### src/rtl/bus_arbiter.sv
// ============================================================================
// bus_arbiter : two-port arbiter sharing one wait-stated memory bus
// Revision    : 1.0
// ============================================================================
`default_nettype none

module bus_arbiter #(
    parameter int AW   = 13,
    parameter int DW   = 8,
    parameter int WAIT = 1
) (
    input  logic          clk,
    input  logic          reset,
    input  logic          req0,
    input  logic          req1,
    input  logic          wr0,
    input  logic          wr1,
    input  logic [AW-1:0] addr0,
    input  logic [AW-1:0] addr1,
    input  logic [DW-1:0] wdata0,
    input  logic [DW-1:0] wdata1,
    input  logic          cpu_halt,
    output logic          gnt0,
    output logic          gnt1,
    output logic          done0,
    output logic          done1,
    output logic [DW-1:0] rdata0,
    output logic [DW-1:0] rdata1,
    output logic [AW-1:0] mem_addr,
    output logic [DW-1:0] mem_wdata,
    output logic          mem_rd,
    output logic          mem_wr,
    input  logic [DW-1:0] mem_rdata,
    output logic          busy
);

    localparam logic [2:0] WAIT_CNT = 3'(WAIT);

    typedef enum logic [1:0] {
        IDLE   = 2'd0,
        ACCESS = 2'd1,
        RESP   = 2'd2
    } state_t;

    state_t     state;
    state_t     state_nxt;
    logic       winner;
    logic       last_served;
    logic       wr_lat;
    logic [2:0] wait_cnt;
    logic       sel;
    logic       any_req;

    // Ties go to the loader while the CPU is halted, otherwise alternate.
    always_comb begin
        any_req = req0 | req1;
        if (req0 && req1) begin
            sel = cpu_halt ? 1'b1 : ~last_served;
        end else begin
            sel = req1;
        end
    end

    always_comb begin
        state_nxt = state;
        case (state)
            IDLE: begin
                if (any_req) begin
                    state_nxt = ACCESS;
                end
            end
            ACCESS: begin
                if (wait_cnt == 3'd0) begin
                    state_nxt = RESP;
                end
            end
            RESP: begin
                state_nxt = IDLE;
            end
            default: begin
                state_nxt = IDLE;
            end
        endcase
    end

    always_ff @(posedge clk or negedge reset) begin
        if (!reset) begin
            state <= IDLE;
        end else begin
            state <= state_nxt;
        end
    end

    always_ff @(posedge clk or negedge reset) begin
        if (!reset) begin
            winner      <= 1'b0;
            last_served <= 1'b1;
            wr_lat      <= 1'b0;
            wait_cnt    <= 3'd0;
            mem_addr    <= '0;
            mem_wdata   <= '0;
            rdata0      <= '0;
            rdata1      <= '0;
        end else begin
            case (state)
                IDLE: begin
                    if (any_req) begin
                        winner    <= sel;
                        wr_lat    <= sel ? wr1 : wr0;
                        mem_addr  <= sel ? addr1 : addr0;
                        mem_wdata <= sel ? wdata1 : wdata0;
                        wait_cnt  <= WAIT_CNT;
                    end
                end
                ACCESS: begin
                    if (wait_cnt != 3'd0) begin
                        wait_cnt <= wait_cnt - 3'd1;
                    end else if (!wr_lat) begin
                        // Final access edge: memory data is valid now.
                        if (winner) begin
                            rdata1 <= mem_rdata;
                        end else begin
                            rdata0 <= mem_rdata;
                        end
                    end
                end
                RESP: begin
                    last_served <= winner;
                end
                default: begin
                    wait_cnt <= 3'd0;
                end
            endcase
        end
    end

    always_comb begin
        busy   = (state != IDLE);
        gnt0   = busy && !winner;
        gnt1   = busy && winner;
        done0  = (state == RESP) && !winner;
        done1  = (state == RESP) && winner;
        mem_rd = (state == ACCESS) && !wr_lat;
        mem_wr = (state == ACCESS) && wr_lat;
    end

endmodule

`default_nettype wire

### config.mk
export PLATFORM = sky130hd
export DESIGN_NAME = bus_arbiter
export DESIGN_NICKNAME = d
export VERILOG_FILES = /design/src/rtl/bus_arbiter.sv
export SDC_FILE = /design/constraint.sdc
export NUM_CORES = 1
export LEC_CHECK = 0
export CAP_MARGIN = 20
export CELL_PAD_IN_SITES_DETAIL_PLACEMENT = 1
export CELL_PAD_IN_SITES_GLOBAL_PLACEMENT = 2
export CORE_ASPECT_RATIO = 0.75
export CORE_MARGIN = 2
export CORE_UTILIZATION = 24
export CTS_CLUSTER_DIAMETER = 60
export DETAILED_ROUTE_END_ITERATION = 6
export GPL_TIMING_DRIVEN = 0
export PLACE_DENSITY = 0.86
export SYNTH_ARGS = -nofsm -noshare
export SYNTH_HDL_FRONTEND = slang
export SYNTH_SLANG_ARGS = --single-unit
### constraint.sdc
create_clock -name clk -period 2.9 [get_ports clk]
set_clock_uncertainty 0.1 [all_clocks]
set_input_delay 0.58 -clock clk [delete_from_list [all_inputs] [get_ports clk]]
set_output_delay 0.58 -clock clk [all_outputs]
set_load 0.02 [all_outputs]
Fig. 1: run 1, power grid
Scale: 3 px per um. Pins as bars on the die edge.
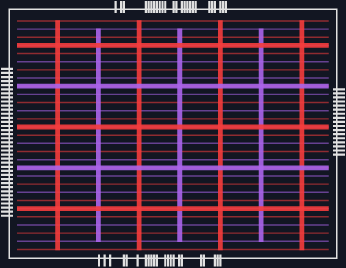
red -> VSS
purple -> VDD
signal pins = 101
met4 straps = 7
met5 straps = 5
rows = 28
met1 rails = 29

Fig. 2: run 1, clock wiring as the flow saved it
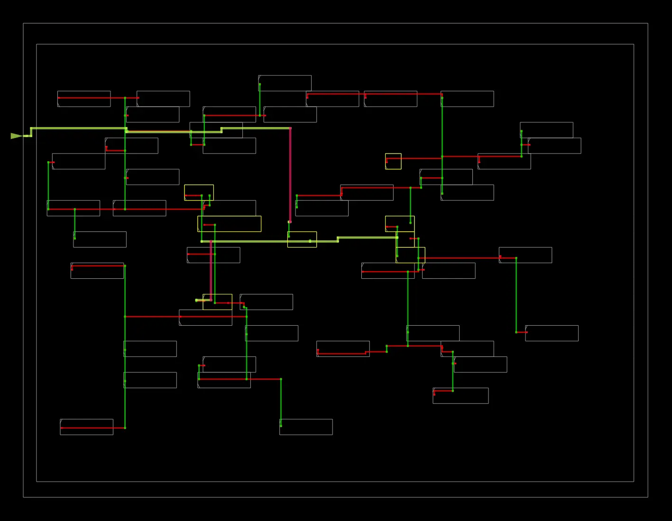
flip-flops: 45
CTS Sinks: 45
worst skew pair latency: 0.29 ns
clock buffers: 5
TritonCTS Buffers: 5

Fig. 3: run 1, register map, names as in the netlist
Scale: 3 px per um. Other sequential cells in the stronger gray, the rest of the logic in the fainter gray.
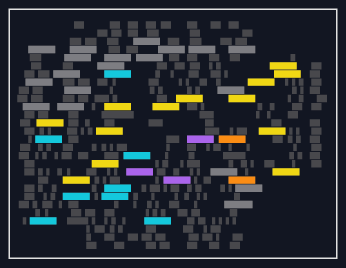
purple -> `wait_cnt`  # flops 3
cyan -> `mem_wdata`  # flops 8
yellow -> `mem_addr`  # flops 13
orange -> `state`  # flops 2

Fig. 4: run 1, local utilization
Scale: 3 px per um. 11 x 8 tiles, from black (low) to pale yellow (high), 0 to 100% covered.
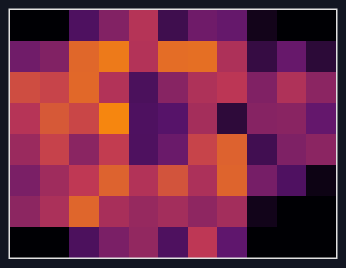
densest ninth of the die = left middle
nearly empty tiles = 13%
emptiest ninth of the die = bottom right
fullest tile = 73%
mean over tiles = 35%

-- run 1: power by group through the flow --
stage                     registers, mW  logic [mW]  clock network, mW
after floorplan                    1.45       0.715                  0
after global placement             1.14        1.91                  0
after detailed placement           1.16        1.95                  0
after CTS                          1.15        1.96              0.502
after global routing               1.19        2.10              0.525
final                              1.15        1.92              0.482
-- run 1: metrics by stage --
stage | hold slack, ns | area, um^2
floorplan | 0.184 | 1970
global placement | 0.388 | 3110
detailed placement | 0.396 | 3120
CTS | 0.111 | 3240
global route | 0.124 | 3240
finish | 0.113 | 3240
-- run 1: worst reg2reg max path, stage by stage, from the launching register on --
cell and delay, ns:
dfrtp_1 0.39, inv_1 0.08, ha_1 0.16, ha_1 0.28
inv_2 0.09, nor4_4 0.65, mux2_2 0.42
-- run 1: layout by cell type, fill, tap and decap left out --
master,n
nor4_4,1
inv_2,1
clkbuf_8,5
a21o_1,2
a31oi_1,2
dfstp_2,1
nand2b_1,3
clkinv_4,1
clkinvlp_4,1
mux2_2,16
clkbuf_1,6
clkdlybuf4s50_1,99
bufinv_16,1
nand2_1,24
nand3_2,1
nor2_1,32
o2bb2ai_1,2
a22oi_1,1
buf_2,4
a32oi_1,1
buf_12,1
and2_1,1
o21a_1,1
a21oi_1,43
o21ai_2,1
o21ai_0,2
ha_1,2
inv_1,6
nand3b_1,1
dfrtp_1,44
-- run 1: worst max-delay path by stage --
stage / from / end / cells past startpoint
after global placement: reset / rdata1[7] / 1
final: state[1] / mem_rd / 3
after detailed placement: req0 / mem_addr[7] / 7
after global routing: state[1] / mem_rd / 3
after CTS: state[1] / mem_rd / 3
after floorplan: wait_cnt[0] / rdata0[0] / 6
==> flow_summary.json, run 1 <==
{
  "outcome": "complete, no violations",
  "busiest_layer": "met2",
  "comb_cells": 136,
  "synth-seq-cells": 45,
  "clk_pin_slew_ns": 0.09,
  "topCellsByArea": "dfrtp_1, a21oi_1, mux2_2",
  "fillCellCount": 927,
  "layoutNonFillerInstCount": 411,
  "maxSlewHeadroom": 0.549,
  "drt-initial-drc-count": 32,
  "die-area_um2": 8970,
  "syn_to_final_growth_pct": 64.0,
  "regArea_um2": 1130,
  "max_stage_delay_ns": 0.64,
  "critPathRequiredTime_ns": 2.22,
  "dpl.hpwl_um": 4770,
  "netlist_area_um2": 1970,
  "fp.dieH_um": 82.5,
  "cp.buffers_inverters": 1,
  "inverters_excl_clock": 7,
  "post_cts_resized": 0,
  "dp_slack_ns": 0.425,
  "antenna_found_initial": 0,
  "antenna_cells": 0,
  "routed_wirelength_um": 6230,
  "netlist.top_cell.by_area": "dfrtp_1",
  "core_um2": 7920,
  "p_sw_mw": 1.43,
  "wl_met2_um": 2850,
  "r2r-end": "rdata0[7]",
  "ys_sh_mux": 0.0913,
  "max_freq_mhz": 393,
  "crit_family": "buffers and inverters",
  "placement.io_buffers": 100,
  "via_per_inst": 4.38,
  "ys_top_cells_by_count": "dfrtp_1, a21oi_1, nor2_1",
  "buffers": 110,
  "timing.rr.start": "wait_cnt[0]",
  "crit_path_start_kind": "flop",
  "grt_pass1_vias": 2016,
  "ant_nets": 0,
  "synth_chip_area_um2": 1970,
  "cts_hold_buffers": 0,
  "synth_async_sr_flop_share": 1.00,
  "synth_dominant_cell_count": "dfrtp_1",
  "combGateArea_um2": 782,
  "crit_fanout": 6,
  "via_count": 1801,
  "ios": 101,
  "crit_chain": "nand2b_1 > nor2_1 > clkdlybuf4s50_1",
  "sh_seq_area": 0.348,
  "die_w_um": 109,
  "synth-edff-count": 0,
  "postCtsSetupBuffers": 0,
  "power_leakage_nw": 1.34,
  "final_nets": 364,
  "comb_area_share": 0.242,
  "p_sw_frac": 0.404,
  "warning_count": 26,
  "fp_util": 0.249,
  "largest_reg_flops": 13,
  "firstDrtPassIters": 4,
  "syn_inst": 197,
  "post-place-cells": 403,
  "synth.cellmix.xorXnorShare": 0,
  "setup_ws_ns": 0.354,
  "cts_tree": "done",
  "drv_cap": 0,
  "r2r_slack_ns": 0.64,
  "final-setup-viol-count": 0,
  "ff2ff_path_depth": 6,
  "ys_cells": 197,
  "synth_top_flop_cell": "dfrtp_1",
  "largest_class": "registers",
  "hold_class": "primary input to asynchronous set/reset pin",
  "clockBufferDepth": 2,
  "grt_use_met1": 0.173,
  "finalSetupTns_ns": 0,
  "critPathCaptureType": "primary output",
  "slowest_stage": "clkdlybuf4s50_1",
  "dr_wl_met3_um": 669,
  "rows": 28
}
## Run 2: what changed since run 1
--- a/config.mk
+++ b/config.mk
@@ -5,16 +5,16 @@
 export SDC_FILE = /design/constraint.sdc
 export NUM_CORES = 1
 export LEC_CHECK = 0
+export ABC_AREA = 1
 export CAP_MARGIN = 20
 export CELL_PAD_IN_SITES_DETAIL_PLACEMENT = 1
 export CELL_PAD_IN_SITES_GLOBAL_PLACEMENT = 2
 export CORE_ASPECT_RATIO = 0.75
 export CORE_MARGIN = 2
 export CORE_UTILIZATION = 24
-export CTS_CLUSTER_DIAMETER = 60
 export DETAILED_ROUTE_END_ITERATION = 6
 export GPL_TIMING_DRIVEN = 0
-export PLACE_DENSITY = 0.86
+export PLACE_DENSITY = 0.87
 export SYNTH_ARGS = -nofsm -noshare
 export SYNTH_HDL_FRONTEND = slang
 export SYNTH_SLANG_ARGS = --single-unit
Fig. 5: run 2, local utilization
Scale: 3 px per um. 12 x 9 tiles, from black (low) to pale yellow (high), 0 to 100% covered.
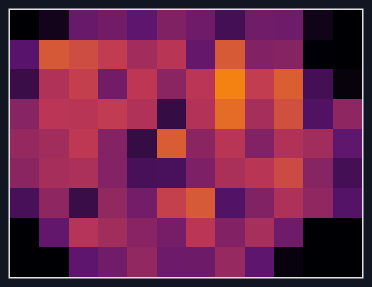
nearly empty tiles = 11%
fullest tile = 72%
mean over tiles = 33%

Fig. 6: run 2, register map, names as in the netlist
Scale: 3 px per um. Other sequential cells in the stronger gray, the rest of the logic in the fainter gray.
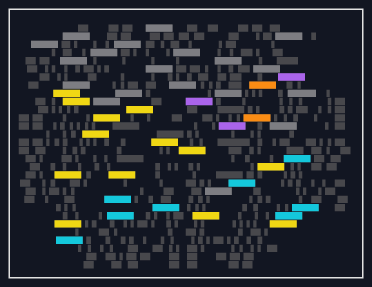
orange -> `state`  # flops 2
yellow -> `mem_addr`  # flops 13
purple -> `wait_cnt`  # flops 3
cyan -> `mem_wdata`  # flops 8

==> flow_summary.json, run 2 <==
{
  "maxPowerGroup": "combinational logic",
  "crit_fanout": 10,
  "p_sw_frac": 0.415,
  "ys_top_cells_by_count": "nand2_1, inv_1, dfrtp_1, nand3_1, o21ai_0",
  "warning_count": 26,
  "synth-edff-count": 0,
  "clock-sinks": 45,
  "drt-initial-drc-count": 67,
  "dpl.hpwl_um": 5820,
  "placement.io_buffers": 99,
  "max_freq_mhz": 383,
  "fp.dieH_um": 89.0,
  "setup_ws_ns": 0.289,
  "syn_to_final_growth_pct": 57.6,
  "ios": 101,
  "ys_cells": 306,
  "p_seq_mw": 1.15,
  "fp_util": 0.251,
  "power_leakage_nw": 1.83,
  "grt_use_met1": 0.195,
  "die_w_um": 117,
  "comb-power_mw": 2.09,
  "antenna_found_initial": 0,
  "synth_chip_area_um2": 2310,
  "ant_nets": 0,
  "worstSkewPairLatency_ns": 0.28,
  "crit_path_start_kind": "flop",
  "largest_reg_flops": 13,
  "via_per_inst": 4.25,
  "timing.rr.start": "wait_cnt[0]",
  "wl_met2_um": 3560,
  "fillCellCount": 1129,
  "max_stage_delay_ns": 0.61,
  "synth_top_flop_cell": "dfrtp_1",
  "mostFrequentLayoutCell": "nand2_1",
  "timing.hold.ws_ns": 0.183,
  "netlist_area_um2": 2310,
  "antenna_cells": 0,
  "grt_pass1_vias": 2452,
  "cts_tree": "done",
  "synth_dominant_cell_count": "nand2_1",
  "outcome": "complete, no violations",
  "final_cell_mix": "nand2_1, clkdlybuf4s50_1, inv_1, nand3_1, dfrtp_1",
  "rows": 30,
  "final_nets": 472,
  "die-area_um2": 10400,
  "netlist.top_cell.by_area": "dfrtp_1",
  "core_um2": 9200,
  "topCellsByArea": "dfrtp_1, nand2_1, inv_1",
  "hold_class": "primary input to asynchronous set/reset pin",
  "critPathRequiredTime_ns": 2.22
}
Fig. 7: run 2, clock wiring as the flow saved it
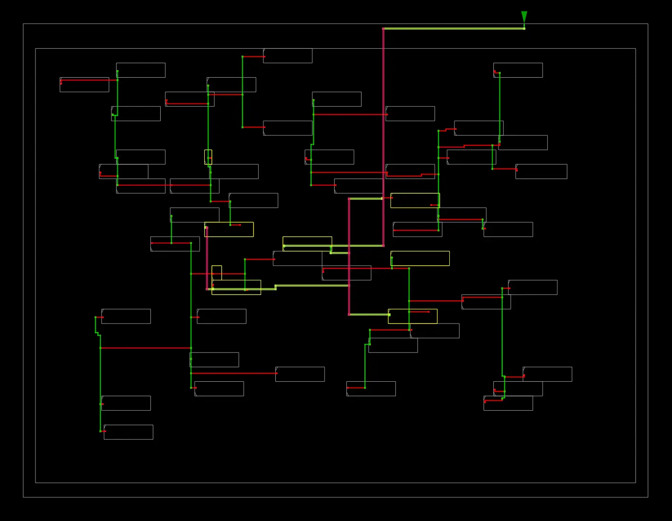
Clock net power: 0.642 mW
clock buffers: 6

==> run 2: cell types whose count changed after synthesis, sizes merged, moves of 16 or more <==
cell   previous run  this run
mux2             16         0
o21ai             3        24
inv               7        63
nor2             32        13
nand2            24        99
a21oi            43         1
nand3             1        46
==> run 2: metrics by stage <==
stage / std cells / cell area, um^2 / power (mW)
after CTS: 542 / 3640 / 3.96
final: 542 / 3640 / 3.89
after detailed placement: 534 / 3480 / 3.29
after global placement: 533 / 3460 / 3.21
after global routing: 542 / 3640 / 4.20
after floorplan: 306 / 2310 / 2.28
==> run 2: path summary, 6_finish.rpt <==
| path | slack (ns) | cells past startpoint | end |
|---|---|---|---|
| max reg2reg | 0.94 | 9 | rdata1[0] |
| max in group asynchronous | 1.92 | 2 | last_served |
| max | 0.29 | 5 | mem_wr |
| min | 0.18 | 1 | rdata0[3] |
| min reg2reg | 0.38 | 2 | mem_addr[5] |
| min in group clk | 0.38 | 2 | mem_addr[5] |
==> run 2: worst reg2reg max path: stages (launching register included) <==
cell	delay, ns
dfrtp_1	0.38
inv_1	0.09
ha_1	0.17
ha_1	0.17
inv_1	0.07
nor2_1	0.18
nand2_1	0.28
nor2_4	0.28
nand2_1	0.08
nand2_1	0.07
==> run 2: logic make-up after synthesis <==
kind of cell / synth area share
buffers and inverters: 0.136
DFF: 0.488
adders and majority gates: 0.0108
AOI/OAI and AO/OA: 0.0720
and+or+nand+nor: 0.293
==> run 2: final cells by class <==
type | count | area [um^2] | share of cell area
timing repair buffer | 100 | 1010 | 0.276
multi-input combinational | 185 | 870 | 0.239
inverter | 63 | 236 | 0.0649
buffer | 13 | 77.6 | 0.0213
sequential | 45 | 1130 | 0.310
clock buffer | 6 | 129 | 0.0354
tap | 128 | 160 | 0.0440
clock inverter | 2 | 35.0 | 0.00962
No activity file was given, so power comes from the tool's default toggle rates.
